--- src/rtl/serializer_arbiter.sv ---
// Round-robin arbiter that feeds one word at a time into a fixed-latency
// serializer. A grant produces a registered LOAD cycle (send/ack pulse, word
// on data) followed by FRAME_CYCLES WAIT cycles before the next decision.
module serializer_arbiter #(
  parameter int WIDTH        = 8,
  parameter int N_REQ        = 4,
  parameter int FRAME_CYCLES = 10
) (
  input  logic                       clk,
  input  logic                       rst,
  input  logic [N_REQ-1:0]           req,
  input  logic [N_REQ*WIDTH-1:0]     req_data,
  output logic [N_REQ-1:0]           ack,
  output logic [WIDTH-1:0]           data,
  output logic                       send,
  output logic                       busy,
  output logic [$clog2(N_REQ)-1:0]   grant_id
);

  localparam int GW = $clog2(N_REQ);
  // Sized to hold FRAME_CYCLES itself, so the terminal compare never wraps.
  localparam int CW = $clog2(FRAME_CYCLES + 1);

  typedef enum logic [1:0] {
    IDLE = 2'd0,
    LOAD = 2'd1,
    WAIT = 2'd2
  } state_t;

  state_t            state, state_d;
  logic [CW-1:0]     cnt, cnt_d;
  logic [GW-1:0]     last_grant, last_d;
  logic [GW-1:0]     grant_d;
  logic [WIDTH-1:0]  data_d;
  logic [N_REQ-1:0]  ack_d;
  logic              send_d;
  logic              busy_d;
  logic              found;
  logic [GW-1:0]     win;

  // Round-robin search starting just after the last winner, wrapping around.
  always_comb begin
    found = 1'b0;
    win   = '0;
    for (int i = 1; i <= N_REQ; i++) begin
      if (!found && req[(int'(last_grant) + i) % N_REQ]) begin
        found = 1'b1;
        win   = GW'((int'(last_grant) + i) % N_REQ);
      end
    end
  end

  // Next-state and next-output decode; every output is registered below.
  always_comb begin
    // NOTE: every signal gets a default before the case so no path leaves
    // it unassigned, which would otherwise infer a latch.
    state_d = state;
    cnt_d   = cnt;
    last_d  = last_grant;
    grant_d = grant_id;
    data_d  = data;
    ack_d   = '0;
    send_d  = 1'b0;
    busy_d  = busy;
    unique case (state)
      IDLE: begin
        busy_d = 1'b0;
        if (found) begin
          state_d    = LOAD;
          data_d     = req_data[win*WIDTH +: WIDTH];
          send_d     = 1'b1;
          ack_d[win] = 1'b1;
          busy_d     = 1'b1;
          grant_d    = win;
          last_d     = win;
        end
      end
      LOAD: begin
        state_d = WAIT;
        cnt_d   = '0;
      end
      WAIT: begin
        if (cnt == CW'(FRAME_CYCLES - 1)) begin
          state_d = IDLE;
          busy_d  = 1'b0;
        end else begin
          cnt_d = cnt + CW'(1);
        end
      end
      default: begin
        state_d = IDLE;
        busy_d  = 1'b0;
      end
    endcase
  end

  // State and output registers; reset aborts any frame in flight.
  always_ff @(posedge clk or negedge rst) begin
    // NOTE: sequential state uses non-blocking assignments so all registers
    // update together from values sampled at the same edge.
    if (!rst) begin
      state      <= IDLE;
      cnt        <= '0;
      last_grant <= GW'(N_REQ - 1);
      grant_id   <= '0;
      data       <= '0;
      ack        <= '0;
      send       <= 1'b0;
      busy       <= 1'b0;
    end else begin
      state      <= state_d;
      cnt        <= cnt_d;
      last_grant <= last_d;
      grant_id   <= grant_d;
      data       <= data_d;
      ack        <= ack_d;
      send       <= send_d;
      busy       <= busy_d;
    end
  end

endmodule
--- config.mk ---
export PLATFORM = sky130hd
export DESIGN_NAME = serializer_arbiter
export DESIGN_NICKNAME = d
export VERILOG_FILES = /design/src/rtl/serializer_arbiter.sv
export SDC_FILE = /design/constraint.sdc
export NUM_CORES = 1
export LEC_CHECK = 0
export ABC_AREA = 1
export CAP_MARGIN = 20
export CORE_MARGIN = 3
export CORE_UTILIZATION = 45
export CTS_BUF_LIST = sky130_fd_sc_hd__clkbuf_16
export DETAILED_ROUTE_END_ITERATION = 10
export PLACE_DENSITY_LB_ADDON = 0.2
export SETUP_SLACK_MARGIN = 0.1
export SLEW_MARGIN = 40
export SYNTH_ARGS = -nofsm -noshare
export SYNTH_HDL_FRONTEND = slang
export SYNTH_SLANG_ARGS = --single-unit
--- constraint.sdc ---
create_clock -name clk -period 2.4 [get_ports clk]
set_clock_uncertainty 0.1 [all_clocks]
set_input_delay 0.24 -clock clk [delete_from_list [all_inputs] [get_ports clk]]
set_output_delay 0.24 -clock clk [all_outputs]
set_load 0.005 [all_outputs]
==> impl_metrics.json <==
{
  "path_clk_slew_ns": 0.06,
  "area_growth_pct": 43.2,
  "cts_post_setup_buffers_inserted": 0,
  "diodes": 0,
  "clkSinkCount": 24,
  "htree_levels": 1,
  "critPathLaunchType": "register",
  "worst_path_largest_cell_delay_ns": 0.68,
  "first_iter_violations": 126,
  "p_int_uw": 1690,
  "status": "complete, no violations",
  "finalHoldViolations": 0,
  "clk-insertion-delay-late_ns": 0.26,
  "startpoint": "last_grant[0]",
  "grt_start_max_net_pins": 29,
  "cpMostUsedCell": "nand2_2",
  "edf_count": 0,
  "io_buffers": 53,
  "ys_cells": 207,
  "grt_pass1_vias": 1358,
  "ys_area_um2": 1560,
  "lay_top_cells": "nand2_1 (58), clkdlybuf4s50_1 (53), inv_1 (31), nand3_1 (25), dfrtp_1 (22)",
  "dr.pass1.iters": 4,
  "hold_buffers": 0,
  "sw_frac_of_total_pct": 45.0,
  "synth_area_um2": 1560,
  "postSynthSeqShare_pct": 38.6,
  "die_height_um": 65.0,
  "crit_family": "simple AND/OR/NAND/NOR gates",
  "endpoint_kind": "register",
  "reg2reg_to": "data[1]",
  "fp.dieW_um": 65.0,
  "place_area_um2": 2130,
  "lay_top_count": "nand2_1",
  "grt_pass1_wl_um": 5930,
  "power.density_cell_area_nw_per_um2": 1370,
  "ys_types": 27,
  "grt_overflow": 0,
  "drive_gt1_share_pct": 17.2,
  "crit_slowest_cell": "dfstp_2"
}
## cell families after synthesis
logic type                 Yosys count  share of synthesized area (%)
buffers and inverters               40                           11.4
AOI/OAI and AO/OA                   15                           7.92
adders and majority gates            2                           1.60
and+or+nand+nor                    124                           39.4
DFF                                 24                           38.6
xor gates and xnor gates             2                           1.12
## per-stage QoR
step           total power, uW  setup slack [ns]  hold WS, ns  std cells
2_1_floorplan             2080             0.528       -0.156        207
3_3_place_gp              2550             0.201        0.371        302
3_5_place_dp              2570             0.187        0.366        302
4_1_cts                   3070             0.166        0.242        306
5_1_grt                   3370            0.0879        0.276        306
6_report                  3070             0.238        0.236        306
## worst register-to-register path, cell delays in order (launching register included)
cell and delay (ns):
dfstp_2 0.68, inv_6 0.08, nand2_2 0.07, nand2_2 0.09, nand2_2 0.09, nand2_2 0.07, nor2_2 0.09, nand2_2 0.07
nand2_4 0.13, nand2_8 0.15, or2_1 0.25, nand3_1 0.08, nand3_1 0.09
## synth_stat cells, drive strengths merged (4+ instances only)
| cell | instances | area share (%) |
|---|---|---|
| or2 | 5 | 2.0 |
| dfrtp | 22 | 35 |
| buf | 4 | 2.5 |
| o21ai | 4 | 1.3 |
| inv | 36 | 9.0 |
| nand3 | 26 | 8.6 |
| nor2 | 10 | 3.2 |
| o211ai | 5 | 4.0 |
| nand2 | 79 | 23 |
| nand4 | 4 | 2.6 |
## power by group through the flow
stage,Clock [uW],Sequential [uW],Combinational (uW)
after global placement,0,754,1790
after floorplan,0,721,1360
after CTS,477,755,1840
after detailed placement,0,754,1820
final,467,755,1850
after global routing,496,777,2090
## routing by layer
metal | part of all wire [%] | global-route usage [%] | wire, um
met3 | 7.8 | 5.55 | 274
met1 | 46 | 24.2 | 1610
met4 | 0.74 | 4.49 | 26
met5 | 0 | 0 | 0
met2 | 45 | 27.8 | 1590
## worst max-delay path by stage
stage,end,slack (ns),cells after the start
6_report,data[1],0.24,12
5_1_grt,data[1],0.09,12
4_1_cts,data[1],0.17,12
3_5_place_dp,data[1],0.19,11
3_3_place_gp,data[6],0.20,11
2_1_floorplan,data[0],0.53,15
## state kept, by name, summed over array words and instances, names as in the netlist
register and count:
data 8, ack 4, cnt 4, grant_id 2, last_grant 2, state 2
busy 1, send 1
## timing repair
action | CTS | global route
hold endpoints to repair | 0 | 0
resized | 0 | 1
endpoints found under the setup margin | 0 | 8
## cell type report
class / count / area [um^2]
inverter: 36 / 140
timing repair buffer: 55 / 546
clock inverter: 1 / 30.0
tap: 44 / 55.1
fill: 275 / 938
multi-input combinational: 143 / 791
clock buffer: 3 / 75.1
sequential: 24 / 603
**Cell outlines without signal wires**

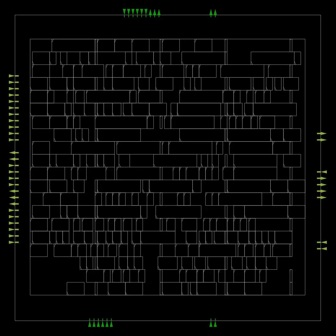
Final Non-Filler Cells: 306
Tap Count: 44
core area: 3180 um^2

**Metal layers overlaid**

Bar = 20 um. Only two layers are drawn.
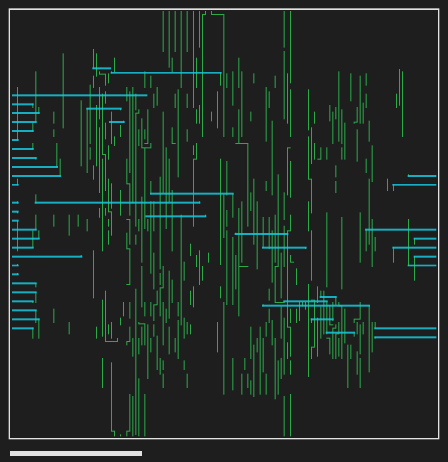
[cyan] metal 3 | wire length: 274 um
[green] metal 2 | wire length: 1590 um
routed vias: 1484
WL per Instance: 11.5 um
final WL: 3510 um
overall routing resource usage: 17.9%

**Placement by cell class**

Fill, decap, tap and diode cells in grey.
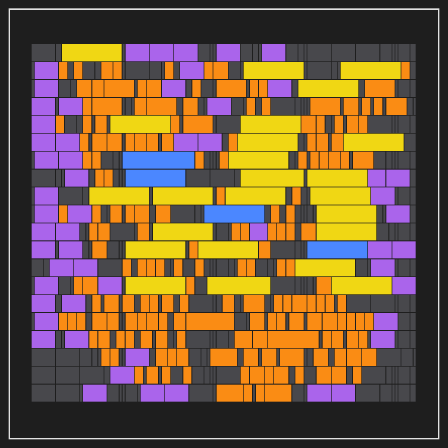
[yellow] sequential cells | cells: 24
[purple] remaining buffers and delay cells | cells: 55
[orange] combinational and other logic | cells: 179
[blue] clock drivers and dummy loads | cells: 4
Std-Cell Rows: 20
fraction of area in registers: 26.9%
Finished Core Util: 70.5%
Design Area, Final: 2240 um^2

**Where the registers sit**

Other sequential cells in the stronger grey, the rest of the logic in the fainter grey.
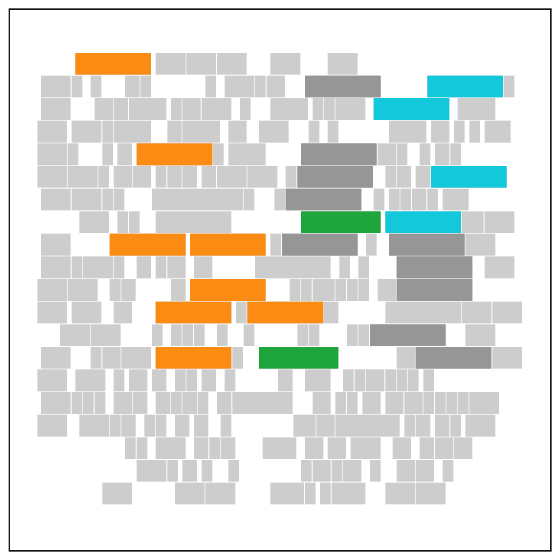
[orange] data | placed flops: 8
[green] last_grant | placed flops: 2
[cyan] cnt | placed flops: 4 | where: upper right
not coloured: 10
FF/Latch Area: 603 um^2
Seq power: 755 uW

No activity file was given, so power comes from the tool's default toggle rates.
